Run 1, pin map:
(3 px per um) Pins as bars across the die edge, other pins in grey.
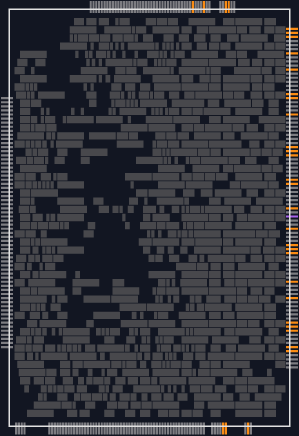
Run 1, wiring by layer:
(2 px per um) Two of the layers only.
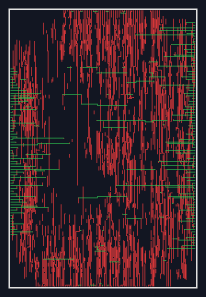
Run 1, I/O nets highlighted:
(2 px per um)
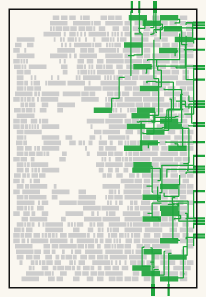
$ cat src/rtl/mem_responder_pkg.sv
// Shared types and constants for the CPU memory responder.
package mem_responder_pkg;

    typedef logic [31:0] word_t;

    typedef enum logic [1:0] {
        IDLE = 2'd0,
        DACC = 2'd1,
        IACC = 2'd2,
        RESP = 2'd3
    } mem_state_t;

    localparam word_t WORD_ALIGN_MASK = 32'hFFFF_FFFC;
    localparam int    CNT_W           = 4;

endpackage

$ cat src/rtl/mem_responder_if.sv
// CPU request/response and RAM-side signals of the memory responder.
interface mem_responder_if
    import mem_responder_pkg::*;
#(
    parameter int ADDR_W = 32
) ();

    logic              iREN;
    logic [ADDR_W-1:0] iaddr;
    logic              dREN;
    logic              dWEN;
    logic [ADDR_W-1:0] daddr;
    word_t             dstore;
    logic              ihit;
    logic              dhit;
    word_t             iload;
    word_t             dmemload;
    logic              ramREN;
    logic              ramWEN;
    logic [ADDR_W-1:0] ramaddr;
    word_t             ramstore;
    word_t             ramload;
    logic              ram_ready;

    // Responder side
    modport slave (
        input  iREN, iaddr, dREN, dWEN, daddr, dstore, ramload, ram_ready,
        output ihit, dhit, iload, dmemload, ramREN, ramWEN, ramaddr, ramstore
    );

    // CPU pipeline plus RAM model side
    modport master (
        output iREN, iaddr, dREN, dWEN, daddr, dstore, ramload, ram_ready,
        input  ihit, dhit, iload, dmemload, ramREN, ramWEN, ramaddr, ramstore
    );

endinterface

$ cat src/rtl/mem_wait_cnt.sv
// Purpose: loadable saturating down-counter with zero flag for RAM access latency.
// Latency: zero updates one cycle after load or after the final decrement.
// Backpressure: none; counts every cycle unless loaded.
module mem_wait_cnt
    import mem_responder_pkg::*;
(
    input  logic             CLK,
    input  logic             nrst,
    input  logic             load,
    input  logic [CNT_W-1:0] load_val,
    output logic             zero
);

    logic [CNT_W-1:0] cnt;

    always_ff @(posedge CLK or negedge nrst) begin
        if (!nrst) begin
            cnt <= '0;
        end else if (load) begin
            cnt <= load_val;
        end else if (cnt != '0) begin
            cnt <= cnt - 1'b1;
        end
    end

    assign zero = (cnt == '0);

endmodule

$ cat src/rtl/mem_responder.sv
// Purpose: arbitrates instruction/data requests onto one single-port RAM and returns hit pulses.
// Latency: request-to-hit is WAIT_CYCLES+2 cycles minimum, plus one bubble between accesses.
// Backpressure: requests are held by the CPU until the matching hit; ram_ready stalls the access.
module mem_responder
    import mem_responder_pkg::*;
#(
    parameter int WAIT_CYCLES = 2,
    parameter int ADDR_W      = 32
) (
    input  logic          CLK,
    input  logic          nrst,
    mem_responder_if.slave bus
);

    mem_state_t        state, next_state;
    logic              acc_write;
    logic [ADDR_W-1:0] addr_q;
    word_t             store_q;
    word_t             iload_q;
    word_t             dmem_q;
    logic              ihit_q;
    logic              dhit_q;

    logic              any_d;
    logic              start_d;
    logic              start_i;
    logic              cnt_load;
    logic              cnt_zero;
    logic              abort;
    logic              done;
    logic [ADDR_W-1:0] start_addr;

    assign any_d    = bus.dREN | bus.dWEN;
    assign start_d  = (state == IDLE) && any_d;
    assign start_i  = (state == IDLE) && !any_d && bus.iREN;
    assign cnt_load = start_d | start_i;

    // Only reads may be cancelled (pipeline flush); a started write always completes.
    assign abort = ((state == IACC) && !bus.iREN) ||
                   ((state == DACC) && !acc_write && !bus.dREN);
    assign done  = ((state == DACC) || (state == IACC)) && cnt_zero &&
                   bus.ram_ready && !abort;

    assign start_addr = (start_d ? bus.daddr : bus.iaddr) & ~ADDR_W'(~WORD_ALIGN_MASK);

    mem_wait_cnt u_wait_cnt (
        .CLK      (CLK),
        .nrst     (nrst),
        .load     (cnt_load),
        .load_val (CNT_W'(WAIT_CYCLES)),
        .zero     (cnt_zero)
    );

    always_ff @(posedge CLK or negedge nrst) begin
        if (!nrst) begin
            state <= IDLE;
        end else begin
            state <= next_state;
        end
    end

    always_comb begin
        next_state = state;
        case (state)
            IDLE: begin
                if (any_d) begin
                    next_state = DACC;
                end else if (bus.iREN) begin
                    next_state = IACC;
                end
            end
            DACC, IACC: begin
                if (abort) begin
                    next_state = IDLE;
                end else if (done) begin
                    next_state = RESP;
                end
            end
            RESP:    next_state = IDLE;
            default: next_state = IDLE;
        endcase
    end

    always_ff @(posedge CLK or negedge nrst) begin
        if (!nrst) begin
            acc_write <= 1'b0;
            addr_q    <= '0;
            store_q   <= '0;
            iload_q   <= '0;
            dmem_q    <= '0;
            ihit_q    <= 1'b0;
            dhit_q    <= 1'b0;
        end else begin
            ihit_q <= done && (state == IACC);
            dhit_q <= done && (state == DACC);
            if (cnt_load) begin
                addr_q    <= start_addr;
                store_q   <= bus.dstore;
                acc_write <= start_d && bus.dWEN;
            end
            if (done && (state == IACC)) begin
                iload_q <= bus.ramload;
            end
            if (done && (state == DACC) && !acc_write) begin
                dmem_q <= bus.ramload;
            end
        end
    end

    assign bus.ramREN   = (state == IACC) || ((state == DACC) && !acc_write);
    assign bus.ramWEN   = (state == DACC) && acc_write;
    assign bus.ramaddr  = addr_q;
    assign bus.ramstore = store_q;
    assign bus.ihit     = ihit_q;
    assign bus.dhit     = dhit_q;
    assign bus.iload    = iload_q;
    assign bus.dmemload = dmem_q;

endmodule

$ cat src/flat_wrapper.sv
// flat-port wrapper written by rule: the top's interface ports become plain ports
module mem_responder_flat import mem_responder_pkg::*;
#(
    parameter int WAIT_CYCLES = 2,
    parameter int ADDR_W      = 32
)
  (CLK, nrst, bus_iREN, bus_iaddr, bus_dREN, bus_dWEN, bus_daddr, bus_dstore, bus_ramload, bus_ram_ready, bus_ihit, bus_dhit, bus_iload, bus_dmemload, bus_ramREN, bus_ramWEN, bus_ramaddr, bus_ramstore);
  mem_responder_if #(.ADDR_W(ADDR_W)) bus_i ();
  input  logic CLK;
  input  logic nrst;
  input wire logic [$bits(bus_i.iREN)-1:0] bus_iREN;
  input wire logic [$bits(bus_i.iaddr)-1:0] bus_iaddr;
  input wire logic [$bits(bus_i.dREN)-1:0] bus_dREN;
  input wire logic [$bits(bus_i.dWEN)-1:0] bus_dWEN;
  input wire logic [$bits(bus_i.daddr)-1:0] bus_daddr;
  input wire logic [$bits(bus_i.dstore)-1:0] bus_dstore;
  input wire logic [$bits(bus_i.ramload)-1:0] bus_ramload;
  input wire logic [$bits(bus_i.ram_ready)-1:0] bus_ram_ready;
  output wire logic [$bits(bus_i.ihit)-1:0] bus_ihit;
  output wire logic [$bits(bus_i.dhit)-1:0] bus_dhit;
  output wire logic [$bits(bus_i.iload)-1:0] bus_iload;
  output wire logic [$bits(bus_i.dmemload)-1:0] bus_dmemload;
  output wire logic [$bits(bus_i.ramREN)-1:0] bus_ramREN;
  output wire logic [$bits(bus_i.ramWEN)-1:0] bus_ramWEN;
  output wire logic [$bits(bus_i.ramaddr)-1:0] bus_ramaddr;
  output wire logic [$bits(bus_i.ramstore)-1:0] bus_ramstore;
  assign bus_i.iREN = bus_iREN;
  assign bus_i.iaddr = bus_iaddr;
  assign bus_i.dREN = bus_dREN;
  assign bus_i.dWEN = bus_dWEN;
  assign bus_i.daddr = bus_daddr;
  assign bus_i.dstore = bus_dstore;
  assign bus_i.ramload = bus_ramload;
  assign bus_i.ram_ready = bus_ram_ready;
  assign bus_ihit = bus_i.ihit;
  assign bus_dhit = bus_i.dhit;
  assign bus_iload = bus_i.iload;
  assign bus_dmemload = bus_i.dmemload;
  assign bus_ramREN = bus_i.ramREN;
  assign bus_ramWEN = bus_i.ramWEN;
  assign bus_ramaddr = bus_i.ramaddr;
  assign bus_ramstore = bus_i.ramstore;
  mem_responder #(.WAIT_CYCLES(WAIT_CYCLES), .ADDR_W(ADDR_W)) u_core (.CLK(CLK), .nrst(nrst), .bus(bus_i));
endmodule
$ cat config.mk
export PLATFORM = sky130hd
export DESIGN_NAME = mem_responder_flat
export DESIGN_NICKNAME = d
export VERILOG_FILES = /design/src/rtl/mem_responder_pkg.sv /design/src/rtl/mem_responder_if.sv /design/src/rtl/mem_wait_cnt.sv /design/src/rtl/mem_responder.sv /design/src/flat_wrapper.sv
export SDC_FILE = /design/constraint.sdc
export NUM_CORES = 1
export LEC_CHECK = 0
export CORE_ASPECT_RATIO = 1.5
export CORE_UTILIZATION = 44
export CTS_CLUSTER_SIZE = 10
export DETAILED_ROUTE_END_ITERATION = 10
export HOLD_SLACK_MARGIN = 0.06
export PLACE_DENSITY = 0.86
export RECOVER_POWER = 50
export SLEW_MARGIN = 15
export SYNTH_ARGS = -nofsm -noshare
export SYNTH_HDL_FRONTEND = slang
export SYNTH_SLANG_ARGS = --single-unit
$ cat constraint.sdc
create_clock -name CLK -period 4.3 [get_ports CLK]
set_input_delay 1.29 -clock CLK [delete_from_list [all_inputs] [get_ports CLK]]
set_output_delay 1.29 -clock CLK [all_outputs]
set_load 0.02 [all_outputs]
==> job_summary.md, run 1 <==
### Metrics collected by this job

| Metric | Value |
|---|---|
| Status | finished with violations |
| Leakage | 3.95 nW |
| WL met2 | ~8700 um |
| Cell Type Count | between 40 and 50 |
| Top cells by area | dfrtp_1, mux2_2, nand2_1 |
| FP Util | 45.3% |
| Max_slew headroom | -26.2% |
| WL per Instance | 17.9 um |
| TAP cells | 153 |
| Largest cell class | flip-flops and latches |
| Buffers excl. clock | between 200 and 300 |
| Final Hold Vio Count | 0 |
| Share of synthesized registers carrying an async set or reset | 100% |
| DR DRC count | 0 |
| Final setup skew | 9.07 ps |
| Initial antenna violation count | 1 |
| Top layer in use | met4 |
| Area leader share | 61.8% |
| CTS Root Buffer Type | clkbuf_16 |
| Fin. max-slew vios | 78 |
| Hold depth | 2 |
| Drt pass-1 iters | 4 |
| CP top delay family | buffers and inverters |
| VDD IR max | ~0.36 mV |
| I/O pin cnt | 266 |
| Number of max-cap violations | 1 |
| Pwr dens | 773 nW/um^2 |
| HP Start | u_core.bus.ramstore[16]$_DFFE_PN0P_ |
| Count leader, synth | dfrtp_1 |
| Initial DRC count | between 100 and 150 |
| Worst-margin pin slew | ~1900 ps |
| Setup crit start | bus_dREN |
| Site Rows | 49 |
| Vias in the first global route | 5040 |
| Post_cts resized | 0 |
| Non-clk invs | 6 |
| Total tool warning count | 33 |
| Hold endpoint | u_core.bus.ramstore[16]$_DFFE_PN0P_ |
| Top cells by count | dfrtp_1, nand2_1, mux2_2, nor2_1, a21oi_1 |
| Worst Path Max Fanout | 32 |
| Placed inst area | 8170 um^2 |
| Combinational share of cell area | 21.4% |
| Setup bufs post-CTS | 0 |
| Crit. End Element | flop |
| Violated checks | max-capacitance violations, max-slew violations |
| Die height | about 140 um |
| Detailed placement HPWL | about 12000 um |
| WS Path Type | in -> reg |
| YS warnings | 0 |
| Routed via count | 4573 |
| Fillers | 814 |
| Worst hold path class | reg -> reg |
| Final WS setup | 730 ps |
| Commonest flop | dfrtp_1 |
| Worst path bufs/invs | 2 |
| Top cell excl fill/tap | clkdlybuf4s50_1 |
| Wire length on met3 | 1220 um |
| Synthesized flop and latch total | 135 |
| Max stage delay cell, worst path | clkbuf_1 |
| Yosys Instances | ~460 |
| GR peak layer | met2 |
| Final nets | around 860 |
| Grt ovf | 0 |
| # H-tree levels | 4 |
| Startpoint Class | primary input |
| Crit-path max cell delay | 1060 ps |
| Worst-path clk slew | 60 ps |
| CP Depth | 6 |
| Met1 GRT Util | 26.3% |
| Final TNS setup | 0 ps |
| Number of enable flip-flop cells | 0 |
| Min cycle time layout | 3570 ps |
| Largest net degree at the start of global routing | 78 |
| Cell Area, Synth | 5470 um^2 |
Back to the opening pictures, 'pin map':
colour	port	pins	direction	edge
purple	`bus_ramWEN`	1	output	right
orange	`bus_dmemload`	32	output	25 right, 4 top, 3 bottom
all pins by edge	84 right, 70 bottom, 62 left, 50 top

Back to the opening pictures, 'wiring by layer':
colour	layer	wire length
green	metal 3	1220 um
red	metal 2	8710 um

Back to the opening pictures, 'I/O nets highlighted':
colour	port	bits	direction	edge	end cells	wire
green	`bus_dmemload`	32	output	25 right, 4 top, 3 bottom	32	1080 um

[run 1: kinds of logic after synthesis]
family          Yosys count  synth area share [%]
compound gates           72                  7.89
xor+xnor                  1                 0.160
fa+ha+maj                 5                  1.14
buf+inv                  34                  3.39
flops                   135                  61.8
mux                      64                  13.9
other cells               1                0.0686
simple gates            150                  11.7
[run 1: metrics by stage]
step	std cells	util [%]	hold WS [ps]	power [mW]
3_5_place_dp	855	67.7	463	5.33
2_1_floorplan	463	-	471	3.75
6_report	888	72.1	469	6.73
3_3_place_gp	855	67.7	458	5.18
5_1_grt	888	72.1	495	7.09
4_1_cts	887	72.9	477	6.89
[run 1: where the power goes]
group	switching (mW)	leakage, nW	total, mW	internal, mW
combinational	1.63	1.96	3.05	1.42
clock	0.583	0.298	1.53	0.945
sequential	0.317	1.69	2.15	1.83
Run 1, signal wires on met2:
(3 px per um)
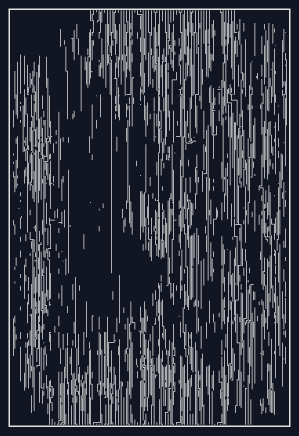

## Run 2: what changed since run 1
CORE_UTILIZATION = 41   (was 44)
PLACE_DENSITY = 0.81   (was 0.86)
clock period = 3.7 ns   (was 4.3 ns; I/O delays follow)
Run 2, signal wires on met2:
(3 px per um)
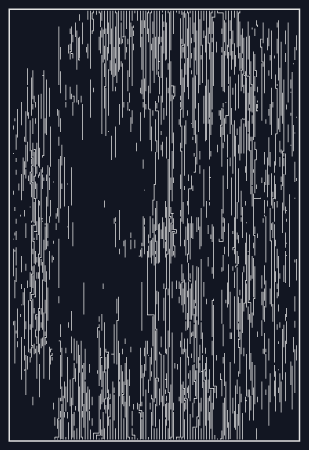
longest straight run	68.0 um
wire length on this layer	8330 um
share of all routed wire	55%
nets with wire on the layer	774
main direction	vertical
routed via count: 4476
final WL: 15200 um
M2 GR Usage: 41.9%

Run 2, pin map:
(3 px per um) Pins as bars across the die edge, other pins in grey.
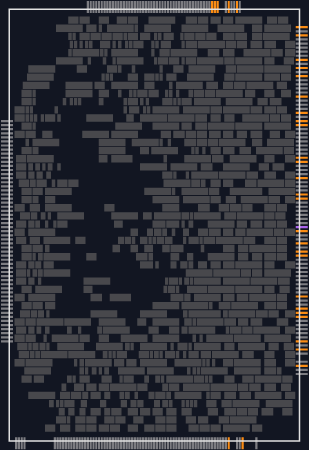
colour	port	pins	direction	edge
orange	`bus_dmemload`	32	output	25 right, 5 top, 2 bottom
purple	`bus_ramWEN`	1	output	right
all pins by edge	85 right, 72 bottom, 55 left, 54 top

==> job_summary.md, run 2 <==
### Metrics collected by this job

| Metric | Value |
|---|---|
| Status | finished with violations |
| Violated checks | max-capacitance violations, max-slew violations |
| Most frequent cells in the layout | clkdlybuf4s50_1, dfrtp_1, nand2_1 |
| Total tool warning count | 33 |
| Initial antenna violation count | 0 |
| Cell count after placement | between 800 and 900 |
| Top layer in use | met4 |
| Startpoint Class | primary input |
| Placed inst area | approximately 8200 um^2 |
| WL met2 | 8330 um |
| VDD IR max | 0.374 mV |
| Finished Layout Cells | slightly below 900 |
| Hold depth | 2 |
| GR peak layer | met2 |
| Worst hold path class | reg -> reg |
| Site Rows | 51 |
| Worst Path Max Fanout | 26 |
| Number of enable flip-flop cells | 0 |
| Detailed placement HPWL | 11300 um |
| Top pwr grp | combinational cells |
| Yosys Instances | 462 |
| Share of synthesized registers carrying an async set or reset | 100% |
| Worst-margin pin slew | 1640 ps |
| Initial DRC count | 183 |
| YS warnings | 0 |
| Cts hold-fix bufs | 0 |
| Top cells by area | dfrtp_1, mux2_2, nand2_1 |
| Final WS setup | 522 ps |
| WS Path Type | in -> reg |
| HP Start | u_core.bus.ramstore[25]$_DFFE_PN0P_ |
| Met1 GRT Util | 23.3% |
| Seq power | 2.48 mW |
| R2R setup slack | 1200 ps |
| Final nets | 861 |
| Non-clk invs | 6 |
| Combinational Power Share | 46.3% |
| Crit. End Element | flop |
| I/O pin cnt | ~270 |
| Comb group | 3.54 mW |
| Vias in the first global route | about 4700 |
| Fin. max-slew vios | 66 |
| TAP cells | 159 |
| Commonest flop | dfrtp_1 |
| Min cycle time layout | about 3200 ps |
| Cell Type Count | 41 |
| Wire length on met3 | approximately 1300 um |
| CTS Root Buffer Type | clkbuf_16 |
| Worst Setup EP | u_core.bus.ramstore[8]$_DFFE_PN0P_ |
| Top cell excl fill/tap | clkdlybuf4s50_1 |
| Buffers excl. clock | 268 |
| Crit-path max cell delay | 830 ps |
| Clock group power | 1.64 mW |
| Hold endpoint | u_core.bus.ramstore[25]$_DFFE_PN0P_ |
| WL per Instance | around 17 um |
| Flop area | 3380 um^2 |
| Grt ovf | 0 |
| Final setup skew | 9.81 ps |
| FP Util | between 40% and 50% |
| Max_slew headroom | -9.00% |
| Setup crit start | bus_dREN |
| Die height | 143 um |
| Largest cell class | flip-flops and latches |
| P_sw | about 2.9 mW |
| Area leader share | 61.8% |
| Combinational share of cell area | 21.3% |
| Fillers | around 1000 |
| Internal power | between 4 and 5 mW |
| Max stage delay cell, worst path | o21ai_0 |
| # H-tree levels | 4 |
| Post_cts resized | 0 |
| Leakage | 3.97 nW |
| Worst-path clk slew | 60 ps |
| Clock buf count | 18 |
| Count leader, synth | dfrtp_1 |
| Synthesized flop and latch total | 135 |
| Largest net degree at the start of global routing | 67 |
| Number of max-cap violations | 1 |
| Final Hold Vio Count | 0 |
| DR DRC count | 0 |
| Clock power share | 21.4% |
| Part of the power in registers | roughly a third |
| Cell Area, Synth | approximately 5500 um^2 |
| Setup bufs post-CTS | 0 |
| Drt pass-1 iters | 4 |
| Sw Share | 37.4% |
| Final TNS setup | 0 ps |
run 2: cell counts after synthesis:
No cell type changed its count.
run 2: through the flow:
step | util [%] | hold WS, ps | total power [mW]
finish | 66.9 | 471 | 7.66
global route | 66.9 | 509 | 8.11
CTS | 67.5 | 475 | 7.85
detailed placement | 63.0 | 461 | 6.18
global placement | 63.0 | 458 | 6.01
floorplan | - | 471 | 4.36
run 2: logic make-up after synthesis:
logic type                 Yosys count  synth area share, %
and+or+nand+nor                    150                 11.7
DFF                                135                 61.8
AOI/OAI and AO/OA                   72                 7.89
muxes                               64                 13.9
buffers and inverters               34                 3.39
adders and majority gates            5                 1.14
other                                1               0.0686
xor gates and xnor gates             1                0.160
run 2: critical path, delay by kind of cell:
family	cells	cell delay (ps)
compound gates	1	830
buf+inv	2	1040
simple gates	3	530
Power and IR drop assume default switching activity.
